--- config.mk ---
export PLATFORM = sky130hd
export DESIGN_NAME = caption_rle_encoder
export DESIGN_NICKNAME = d
export VERILOG_FILES = /design/src/rtl/caption_rle_encoder.sv
export SDC_FILE = /design/constraint.sdc
export NUM_CORES = 1
export LEC_CHECK = 0
export ABC_AREA = 0
export CAP_MARGIN = 20
export CORE_ASPECT_RATIO = 1.25
export CORE_MARGIN = 10
export CORE_UTILIZATION = 40
export CTS_BUF_LIST = sky130_fd_sc_hd__clkbuf_8
export CTS_CLUSTER_SIZE = 25
export DETAILED_ROUTE_END_ITERATION = 10
export PLACE_DENSITY = 0.61
export SYNTH_ARGS = -nofsm -noshare
export SYNTH_HDL_FRONTEND = slang
export SYNTH_SLANG_ARGS = --single-unit
--- constraint.sdc ---
create_clock -name i_clk -period 7.05 [get_ports i_clk]
set_input_delay 0.705 -clock i_clk [delete_from_list [all_inputs] [get_ports i_clk]]
set_output_delay 0.705 -clock i_clk [all_outputs]
set_load 0.05 [all_outputs]
--- src/rtl/caption_rle_encoder.sv ---
// Caption overlay encoder: RGB+alpha pixels -> 4-bit grayscale palette index -> run-length bytes.
// Three stages (luma, quantise, RLE) advance together whenever the output byte slot is free.
module caption_rle_encoder #(
  parameter int MAX_RUN = 16
) (
  input  logic        i_clk,
  input  logic        i_rst,
  input  logic        i_pix_valid,
  output logic        o_pix_ready,
  input  logic [23:0] i_pix_rgb,
  input  logic        i_pix_alpha,
  input  logic        i_pix_last,
  output logic        o_rle_valid,
  input  logic        i_rle_ready,
  output logic [7:0]  o_rle_data,
  output logic        o_rle_last,
  output logic [1:0]  o_state
);

  // Handshakes: a pixel transfers on a rising edge with i_pix_valid && o_pix_ready;
  // a byte transfers with o_rle_valid && i_rle_ready, and is held stable until then.

  typedef enum logic [1:0] {
    IDLE  = 2'd0,
    RUN   = 2'd1,
    FLUSH = 2'd2
  } state_t;

  localparam logic [4:0] MAX_LEN = 5'(MAX_RUN);

  state_t      state, state_nx;
  logic        adv;
  logic        rst_done;
  logic [9:0]  luma_sum;
  logic [7:0]  luma_gray;
  logic        s1_valid, s1_alpha, s1_last;
  logic [7:0]  s1_gray;
  logic [3:0]  q_idx;
  logic        s2_valid, s2_last;
  logic [3:0]  s2_idx;
  logic [3:0]  cur_idx, cur_idx_nx;
  logic [4:0]  cur_len, cur_len_nx;
  logic [3:0]  len_m1;
  logic        emit, emit_last;
  logic [7:0]  emit_data;

  assign adv         = !o_rle_valid || i_rle_ready;
  assign o_pix_ready = rst_done && adv && (state != FLUSH);
  assign o_state     = state;

  assign luma_sum  = {2'b00, i_pix_rgb[23:16]} + {1'b0, i_pix_rgb[15:8], 1'b0}
                   + {2'b00, i_pix_rgb[7:0]} + 10'd2;
  assign luma_gray = 8'(luma_sum >> 2);
  assign len_m1    = 4'(cur_len - 5'd1);

  // Decision ranges of the nearest palette entry; ties fall to the lower index.
  always_comb begin
    q_idx = 4'd14;
    if (!s1_alpha)               q_idx = 4'd0;
    else if (s1_gray >= 8'd253)  q_idx = 4'd1;
    else if (s1_gray >= 8'd250)  q_idx = 4'd3;
    else if (s1_gray >= 8'd244)  q_idx = 4'd4;
    else if (s1_gray >= 8'd233)  q_idx = 4'd5;
    else if (s1_gray >= 8'd214)  q_idx = 4'd6;
    else if (s1_gray >= 8'd183)  q_idx = 4'd7;
    else if (s1_gray >= 8'd140)  q_idx = 4'd8;
    else if (s1_gray >= 8'd90)   q_idx = 4'd9;
    else if (s1_gray >= 8'd46)   q_idx = 4'd10;
    else if (s1_gray >= 8'd17)   q_idx = 4'd11;
    else if (s1_gray >= 8'd4)    q_idx = 4'd12;
    else if (s1_gray >= 8'd1)    q_idx = 4'd13;
  end

  // Stages 1-2 freeze during FLUSH so the pixel behind a frame's last one waits.
  always_ff @(posedge i_clk) begin
    if (i_rst) begin
      rst_done <= 1'b0;
      s1_valid <= 1'b0;
      s1_alpha <= 1'b0;
      s1_last  <= 1'b0;
      s1_gray  <= 8'h00;
      s2_valid <= 1'b0;
      s2_last  <= 1'b0;
      s2_idx   <= 4'h0;
    end else begin
      rst_done <= 1'b1;
      if (adv && state != FLUSH) begin
        s1_valid <= i_pix_valid && rst_done;
        s1_alpha <= i_pix_alpha;
        s1_last  <= i_pix_last;
        s1_gray  <= luma_gray;
        s2_valid <= s1_valid;
        s2_last  <= s1_last;
        s2_idx   <= q_idx;
      end
    end
  end

  always_comb begin
    state_nx   = state;
    cur_idx_nx = cur_idx;
    cur_len_nx = cur_len;
    emit       = 1'b0;
    emit_data  = 8'h00;
    emit_last  = 1'b0;
    case (state)
      IDLE: begin
        if (s2_valid) begin
          if (s2_last) begin
            emit      = 1'b1;
            emit_data = {4'h0, s2_idx};
            emit_last = 1'b1;
          end else begin
            cur_idx_nx = s2_idx;
            cur_len_nx = 5'd1;
            state_nx   = RUN;
          end
        end
      end
      RUN: begin
        if (s2_valid) begin
          if (s2_idx == cur_idx && cur_len < MAX_LEN) begin
            if (s2_last) begin
              emit      = 1'b1;
              emit_data = {cur_len[3:0], s2_idx};
              emit_last = 1'b1;
              state_nx  = IDLE;
            end else begin
              cur_len_nx = cur_len + 5'd1;
            end
          end else begin
            // Close the pending run; a last pixel here needs its own byte next cycle.
            emit       = 1'b1;
            emit_data  = {len_m1, cur_idx};
            cur_idx_nx = s2_idx;
            cur_len_nx = 5'd1;
            state_nx   = s2_last ? FLUSH : RUN;
          end
        end
      end
      FLUSH: begin
        emit      = 1'b1;
        emit_data = {4'h0, cur_idx};
        emit_last = 1'b1;
        state_nx  = IDLE;
      end
      default: state_nx = IDLE;
    endcase
  end

  always_ff @(posedge i_clk) begin
    if (i_rst) begin
      state       <= IDLE;
      cur_idx     <= 4'h0;
      cur_len     <= 5'd0;
      o_rle_valid <= 1'b0;
      o_rle_data  <= 8'h00;
      o_rle_last  <= 1'b0;
    end else if (adv) begin
      state       <= state_nx;
      cur_idx     <= cur_idx_nx;
      cur_len     <= cur_len_nx;
      o_rle_valid <= emit;
      if (emit) begin
        o_rle_data <= emit_data;
        o_rle_last <= emit_last;
      end
    end
  end

endmodule

layer_met3.png
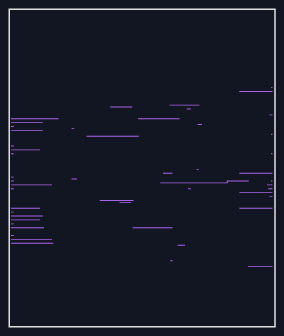
The layer carries 318 um of wire. 43 nets have wire on it. The wires run mostly horizontal.

placement.png
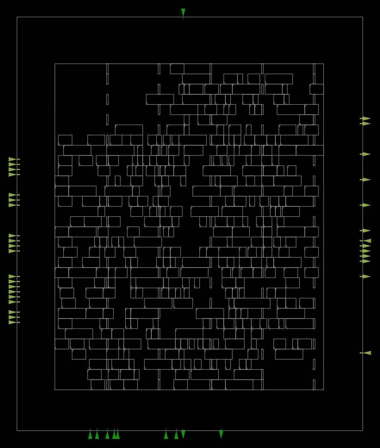
Core ar.: 6250 sq um
flip-flops: 39

==> flow_summary.json <==
{
  "crit_buf_inv": 2,
  "ys.warnings.count": 0,
  "seq-cell-share_pct": 24.8,
  "yosys_area_sq_um": 2620,
  "use_met1_pct": 13.6,
  "worstPathMaxFanout": 12,
  "dp_slack_ps": 3410,
  "flop_cell": "dfxtp_1",
  "routed_wl_um": 6390,
  "comb_power_w": 0.000168,
  "critPathTopFamily": "buffers and inverters",
  "fin_nets": 394,
  "grt_max_degree": 36,
  "r2r_start": "o_state[0]",
  "final_cell_mix": "42 x clkdlybuf4s50_1, 39 x dfxtp_1, 36 x nand2_1",
  "netlist_area_sq_um": 2620,
  "numClockSinks": 39,
  "worst_hold_slack_ps": 456,
  "fillers": 633,
  "final_cell_count_no_fill": 432,
  "synthAdderAreaFrac_pct": 10.3,
  "via_count": 2383,
  "drive_gt1_share_pct": 7.78,
  "clock_area_share_pct": 2.59,
  "crit_cells": 5,
  "critPathMaxStageDelay_ps": 800,
  "ys_sh_xor_pct": 3.35,
  "clock_latency_ps": 300,
  "nWellTaps": 85,
  "grt_busiest_layer": "met2",
  "wl_per_cell_um": 14.8,
  "hp-class": "flip-flop to flip-flop",
  "ff2ff_setup_slack_ps": 4860,
  "ys_types": 63,
  "top_layer": "met4",
  "enable_flop_cells": 0,
  "post_synth.cell_area_avg_sq_um": 8.28,
  "holdPathEnd": "s1_last",
  "grt_usage_pct": 12.5,
  "reg_top3": "o_rle_data: 8 flops, s1_gray: 8 flops, cur_len: 5 flops",
  "cellInternalPower_w": 0.000383,
  "comb_power_share_pct": 28.9,
  "crit_path_start_kind": "primary input",
  "place_area_sq_um": 3060,
  "drt_iter0_markers": 91,
  "switching_share_pct": 34.3,
  "maxCapViolCount": 0,
  "nClkBuffers": 5,
  "timing.final.ws_setup_ps": 3420,
  "dp_hpwl_um": 4890,
  "cts_resized": 0,
  "power_leader": "registers",
  "nMultiInputCombCells": 244,
  "grt_util_met2_pct": 22.3,
  "cts.path.max_buffers": 2,
  "nNonClkInverters": 12,
  "cp.arrival_ps": 2930,
  "worstReg2RegEnd": "s1_gray[6]",
  "status": "finished clean",
  "antenna_left": 0,
  "syn_inst": 316,
  "grt_pass1_wl_um": 10800,
  "vdd_drop_max_v": 0.0000697,
  "synth_stat.cells": 316
}
io_fan.png
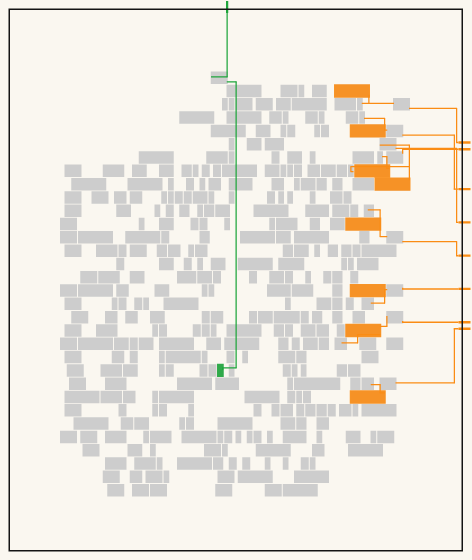
Green shows i_pix_alpha, direction input, edge top, end cells 1, buffers 1, wire 80.1 um. Orange shows o_rle_data, direction output, edge right, end cells 8, buffers 8, wire 218 um.
Ports: 43
port bufs: 42

==> cell usage after synthesis (5+ instances only) <==
master / count / area [sq um]
clkbuf_1: 15 / 56.3
o21ai_1: 5 / 25.0
nand3_1: 11 / 55.1
ha_1: 12 / 150
fa_1: 6 / 120
nand2b_1: 6 / 37.5
nor3_1: 5 / 25.0
inv_1: 12 / 45.0
xnor2_1: 6 / 52.6
a311oi_1: 5 / 43.8
a21oi_1: 26 / 130
a211oi_1: 5 / 37.5
o21ai_0: 10 / 50.1
a22oi_1: 5 / 37.5
nor2_1: 24 / 90.1
dfxtp_1: 39 / 781
a21o_1: 6 / 45.0
nand2_1: 36 / 135
